<file path="src/rtl/mips_fpga_pkg.sv">
// Shared definitions for the board-level MIPS control blocks.
// Holds the step-controller state encodings and the default free-run divider.
package mips_fpga_pkg;

  typedef enum logic [1:0] {
    ST_IDLE  = 2'd0,
    ST_RUN   = 2'd1,
    ST_HALT  = 2'd2,
    ST_BURST = 2'd3
  } step_state_t;

  // Number of clk_gen ticks between free-run steps (5 kHz / 5000 = 1 step/s).
  localparam int RUN_DIV_DEFAULT = 5000;

endpackage

</file>
<file path="src/rtl/mips_step_ctrl_edge_rise.sv">
// edge_rise: registered rising-edge detector used by board-level blocks.
// The input is sampled every cycle; the output pulses for exactly one cycle
// when the input is high and the previous sample was low.
module edge_rise (
  input  logic clk,
  input  logic rst,
  input  logic sig,
  output logic rise
);

  logic sig_q;

  // Remember last cycle's level so a held input produces only one pulse.
  always_ff @(posedge clk or posedge rst) begin
    if (rst) begin
      sig_q <= 1'b0;
    end else begin
      sig_q <= sig;
    end
  end

  assign rise = sig & ~sig_q;

endmodule

</file>
<file path="src/rtl/mips_step_ctrl.sv">
// mips_step_ctrl: generates the one-cycle clock enable for the MIPS core.
// Modes: single-step on a button edge (IDLE), free-run at tick/RUN_DIV (RUN),
// and breakpoint stop (HALT). Also counts issued steps for the display.
// Optional burst stepping is compiled in with `define MIPS_STEP_BURST_EN,
// which adds the burst_len port and the BURST state.
module mips_step_ctrl
  import mips_fpga_pkg::*;
#(
  parameter int RUN_DIV = RUN_DIV_DEFAULT,
  parameter int CNT_W   = 32
) (
  input  logic             clk,
  input  logic             rst,
  input  logic             tick,
  input  logic             btn,
  input  logic             run_sw,
  input  logic             bp_en,
  input  logic [31:0]      bp_addr,
  input  logic [31:0]      pc_current,
  input  logic             clr_cnt,
`ifdef MIPS_STEP_BURST_EN
  input  logic [7:0]       burst_len,
`endif
  output logic             cpu_ce,
  output logic             halted,
  output logic [1:0]       state,
  output logic [CNT_W-1:0] step_cnt
);

  localparam int DIV_W = (RUN_DIV > 1) ? $clog2(RUN_DIV) : 1;

  step_state_t      state_q;
  logic [DIV_W-1:0] div_cnt;
  logic             btn_rise;
  logic             bp_hit;
  logic             tick_ok;
  logic             div_last;
`ifdef MIPS_STEP_BURST_EN
  logic [7:0]       burst_left;
`endif

  edge_rise u_btn_edge (
    .clk  (clk),
    .rst  (rst),
    .sig  (btn),
    .rise (btn_rise)
  );

  // Breakpoint compare is live: the PC seen in the request cycle decides.
  assign bp_hit   = bp_en && (pc_current == bp_addr);
  // A tick landing while cpu_ce is already high is dropped so that enables
  // can never appear on consecutive cycles.
  assign tick_ok  = tick && !cpu_ce;
  assign div_last = (div_cnt == DIV_W'(RUN_DIV - 1));
  assign state    = state_q;

  // Step-control FSM with registered outputs, free-run divider and step counter.
  always_ff @(posedge clk or posedge rst) begin
    if (rst) begin
      state_q    <= ST_IDLE;
      cpu_ce     <= 1'b0;
      halted     <= 1'b0;
      div_cnt    <= '0;
      step_cnt   <= '0;
`ifdef MIPS_STEP_BURST_EN
      burst_left <= 8'd0;
`endif
    end else begin
      cpu_ce <= 1'b0;

      case (state_q)
        ST_IDLE: begin
          div_cnt <= '0;
          halted  <= 1'b0;
          if (run_sw) begin
            state_q <= ST_RUN;
          end else if (btn_rise) begin
`ifdef MIPS_STEP_BURST_EN
            burst_left <= (burst_len == 8'd0) ? 8'd1 : burst_len;
            state_q    <= ST_BURST;
`else
            cpu_ce <= 1'b1;
`endif
          end
        end

        ST_RUN: begin
          if (!run_sw) begin
            state_q <= ST_IDLE;
            div_cnt <= '0;
          end else if (tick_ok) begin
            if (div_last) begin
              div_cnt <= '0;
              if (bp_hit) begin
                state_q <= ST_HALT;
                halted  <= 1'b1;
              end else begin
                cpu_ce <= 1'b1;
              end
            end else begin
              div_cnt <= div_cnt + 1'b1;
            end
          end
        end

        ST_HALT: begin
          div_cnt <= '0;
          if (!run_sw) begin
            state_q <= ST_IDLE;
            halted  <= 1'b0;
          end else if (btn_rise) begin
            cpu_ce  <= 1'b1;
            state_q <= ST_RUN;
            halted  <= 1'b0;
          end
        end

`ifdef MIPS_STEP_BURST_EN
        ST_BURST: begin
          div_cnt <= '0;
          if (run_sw) begin
            state_q    <= ST_RUN;
            burst_left <= 8'd0;
          end else if (tick_ok) begin
            if (bp_hit) begin
              state_q    <= ST_HALT;
              halted     <= 1'b1;
              burst_left <= 8'd0;
            end else begin
              cpu_ce     <= 1'b1;
              burst_left <= burst_left - 8'd1;
              if (burst_left <= 8'd1) begin
                state_q <= ST_IDLE;
              end
            end
          end
        end
`endif

        default: begin
          state_q <= ST_IDLE;
          halted  <= 1'b0;
          div_cnt <= '0;
        end
      endcase

      if (clr_cnt) begin
        step_cnt <= '0;
      end else if (cpu_ce) begin
        step_cnt <= step_cnt + 1'b1;
      end
    end
  end

endmodule

</file>
<file path="config.mk">
export PLATFORM = sky130hd
export DESIGN_NAME = mips_step_ctrl
export DESIGN_NICKNAME = d
export VERILOG_FILES = /design/src/rtl/mips_fpga_pkg.sv /design/src/rtl/mips_step_ctrl_edge_rise.sv /design/src/rtl/mips_step_ctrl.sv
export SDC_FILE = /design/constraint.sdc
export NUM_CORES = 1
export LEC_CHECK = 0
export ABC_AREA = 1
export CORE_MARGIN = 2
export CORE_UTILIZATION = 49
export CTS_CLUSTER_SIZE = 12
export DETAILED_ROUTE_END_ITERATION = 10
export PLACE_DENSITY_LB_ADDON = 0.3
export SLEW_MARGIN = 20
export SYNTH_ARGS = -nofsm -noshare
export SYNTH_HDL_FRONTEND = slang
export SYNTH_SLANG_ARGS = --single-unit
</file>
<file path="constraint.sdc">
create_clock -name clk -period 2.2 [get_ports clk]
set_input_delay 0.44 -clock clk [delete_from_list [all_inputs] [get_ports clk]]
set_output_delay 0.44 -clock clk [all_outputs]
set_load 0.05 [all_outputs]
</file>
Figure 1. Placement view.
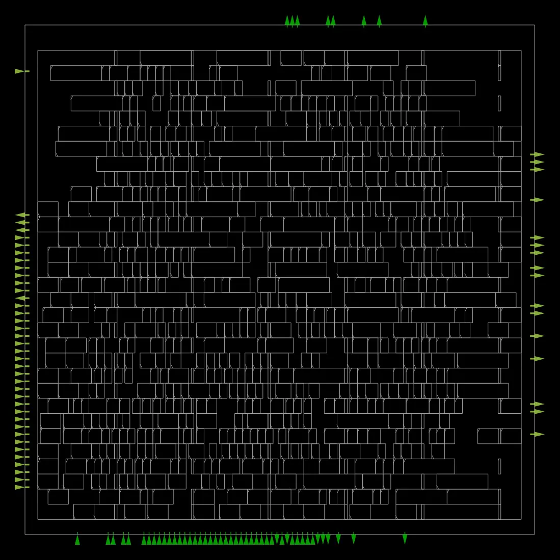
Fillers: 611
fraction of area in registers: 24.52%
row count: 31
Core Area: 7331 um2

Figure 2. Placement by cell class.
Scale bar: 20 um.
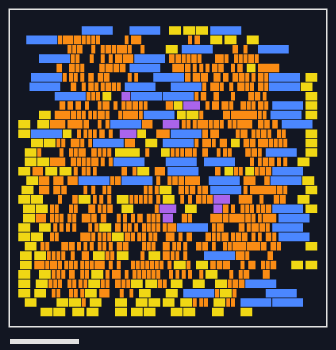
colour	class	cells	share of their area
blue	sequential cells	50	25%
purple	clock drivers and dummy loads	8	1.9%
yellow	remaining buffers and delay cells	116	23%
orange	remaining logic cells	524	50%
final core utilization: 69.62%
design area: 5104 um2

Figure 3. Clock distribution.
Scale bar: 20 um.
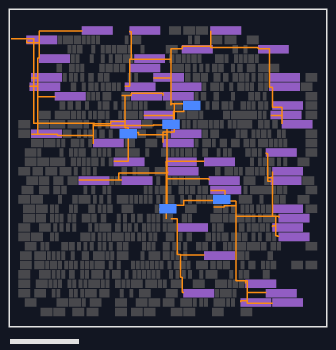
[purple] flip-flops | count: 50
[blue] clock-net drivers | count: 5
[orange] clock wires | length: 630 um
routed clock nets	6
flops lie	all over the die
worst skew pair latency: 310 ps
Clk power: 0.562 mW
Worst Skew: 9.666 ps
clock power share: 24.7%

## area by class of cell
cell class                      count  share of cell area [%]
Clock inverter                      3                  0.4658
Inverter                          110                   8.188
Timing Repair Buffer              116                   22.46
Clock buffer                        5                   1.348
Tap cell                           99                   2.427
Multi-Input combinational cell    414                   40.60
Sequential cell                    50                   24.52
## placed cells by master, fill, tap and decap left out, types with 2 or more instances in the layout
cell and count:
nor4_1 4, nor3_1 27, xor2_1 8, or2_2 2, o31ai_1 3, inv_2 5, nor2_1 70, nand3b_1 3
nand2_1 156, clkbuf_8 5, nor2_4 3, o21ai_0 30, o22ai_1 3, a21oi_1 25, nand3_1 27, nor4_2 2
nor4_4 2, nor3b_1 2, clkinvlp_4 2, ha_1 6, nand4_1 17, nand2_4 2, dfrtp_1 50, inv_1 103
xnor2_1 10, nor3_2 2, nand2_2 2, clkdlybuf4s50_1 105, buf_4 10
## path summary, 6_finish.rpt
path | start | end | slack, ps | depth (start not counted)
max | step_cnt[11] | step_cnt[11] | 110 | 1
max reg2reg | step_cnt[0] | step_cnt[22] | 180 | 10
min reg2reg | step_cnt[31] | step_cnt[31] | 480 | 1
min | rst | state[1] | 350 | 2
max in group asynchronous | rst | step_cnt[14] | 1370 | 3
min in group clk | step_cnt[31] | step_cnt[31] | 480 | 1
## power breakdown
part,internal (mW),switching (mW),total [mW]
sequential,0.948,0.0403,0.988
clock,0.228,0.334,0.562
combinational,0.305,0.418,0.723
total,1.48,0.792,2.27
## metal layers
layer / wire length (um) / global-route usage (%) / part of all wire [%]
met5: 0 / 0 / 0
met1: 4320 / 31.78 / 42
met4: 260 / 8.838 / 2.5
met2: 5265 / 45.28 / 51
met3: 554 / 4.766 / 5.3
## per-stage QoR
step | setup WS (ps) | instance area [um2]
floorplan | 98.57 | 3762
global placement | 181.9 | 5011
detailed placement | 128.6 | 5011
CTS | 116.0 | 5104
global route | 43.69 | 5104
finish | 111.0 | 5104
## registers in the layout, summed over array words and instances, names as in the netlist
signal	flops
cpu_ce	1
div_cnt	13
halted	1
state	2
step_cnt	32
u_btn_edge.sig_q	1
## cells by family after synthesis
group / after synthesis / synth area share (%)
buffers and inverters: 115 / 11.67
adders and majority gates: 6 / 1.995
and+or+nand+nor: 325 / 39.77
AOI/OAI and AO/OA: 65 / 9.112
xor gates and xnor gates: 18 / 4.190
DFF: 50 / 33.26
## worst reg2reg max path: cells and delay by family, from the launching register on
kind / cells / cell delay (ps)
adders and majority gates: 1 / 210
DFF: 1 / 430
and+or+nand+nor: 9 / 1290
==> flow_summary.toml <==
# generated from flow reports
[logic_synthesis]
syn_inst = 579
syn_area_per_cell_um2 = 6.498
edf_count = 0
ys_types = 37
yosys_most_used_dff = "dfrtp_1"
netlist_area_um2 = 3762
synthTopCellsByCount = "nand2_1 (156), inv_1 (104), nor2_1 (70), dfrtp_1 (50), o21ai_0 (30)"
async_reset_ff_share_pct = 100.0
top_area_share_pct = 33.26
ys_seq_share_pct = 33.26
synth_nets = 656
area_leaders = "dfrtp_1 (33%), nand2_1 (16%), inv_1 (10%)"
yosysCellCount = 579
yosysTopAreaCell = "dfrtp_1"
ys_chip_area_um2 = 3762
ys_ff = 50
yosysWarnings = 0
top_cell = "nand2_1"

[final_layout]
finalNonFillerCells = 797
diodes = 0
seqCellArea_um2 = 1251
nets = 774
area_growth_pct = 35.65
layout.area.comb_um2 = 2072
drive_gt1_share_pct = 6.160

[cts]
postCtsHoldBufs = 0
cts_sinks = 50
clk_pin_slew_ps = 100
cts_resized = 0
cts_tree = "yes"
cts-root-buf = "clkbuf_8"
cts_max_level = 2
cts_inserted_buffers = 5
post_cts_buffers = 0
clockBufferDepth = 2

[floorplanning]
io_pins = 107
die_area_um2 = 8395
fp-utilization_pct = 51.32
chipHeight_um = 91.63
die_w_um = 91.63

[detailed_routing]
drtIter0Drc = 173
num_vias = 4123
drcViolationCount = 0
firstDrtPassIters = 5
drt-total-wl_um = 10400
routedWlPerCell_um = 13.05
viasPerCell = 5.173
ant_nets = 0

[timing]
setup_tns_ps = 0
finalSetupViolCount = 0
worstMarginPinSlew_ps = 556.8
slew_headroom_pct = 62.77
slew_viol_final = 0
hold_viol_final = 0
post-route-min-period_ps = 2089
fmaxAchievable_mhz = 478.7
period_used_pct = 94.95
hold_ws_ps = 353.1
rsz0062_at_grt = "no"

[worst_setup_path]
crit_fanout = 7
required_ps = 1760
worstPathCellList = "clkdlybuf4s50_1"
cp_data_arrival_time_ps = 1650
cpPeakStageDelay_ps = 850
worstSetupEndpointType = "output pin"
worstSetupStartpointType = "flip-flop"
crit_type = "flip-flop to output pin"
path_delay_family = "buffers and inverters"
path_buffers = 1
slowest_stage = "clkdlybuf4s50_1"

[grt]
grt_max_degree = 43
antenna_found_initial = 0
grt_pass1_wl_um = 17680
grtUsageTotal_pct = 25.82
grt_pass1_vias = 3971
overflow = 0

[place]
gp_congestion = 0.9325
dpl.hpwl_um = 8459
dp_cells = 789

[power_and_ir_drop]
p_leak_nw = 2.332
power.total_mw = 2.273
power.density_nw_per_um2 = 445.4

[run_status]
status = "finished clean"

[min_path]
hold_class = "primary input to async pin"
No activity file was given, so power comes from the tool's default toggle rates.
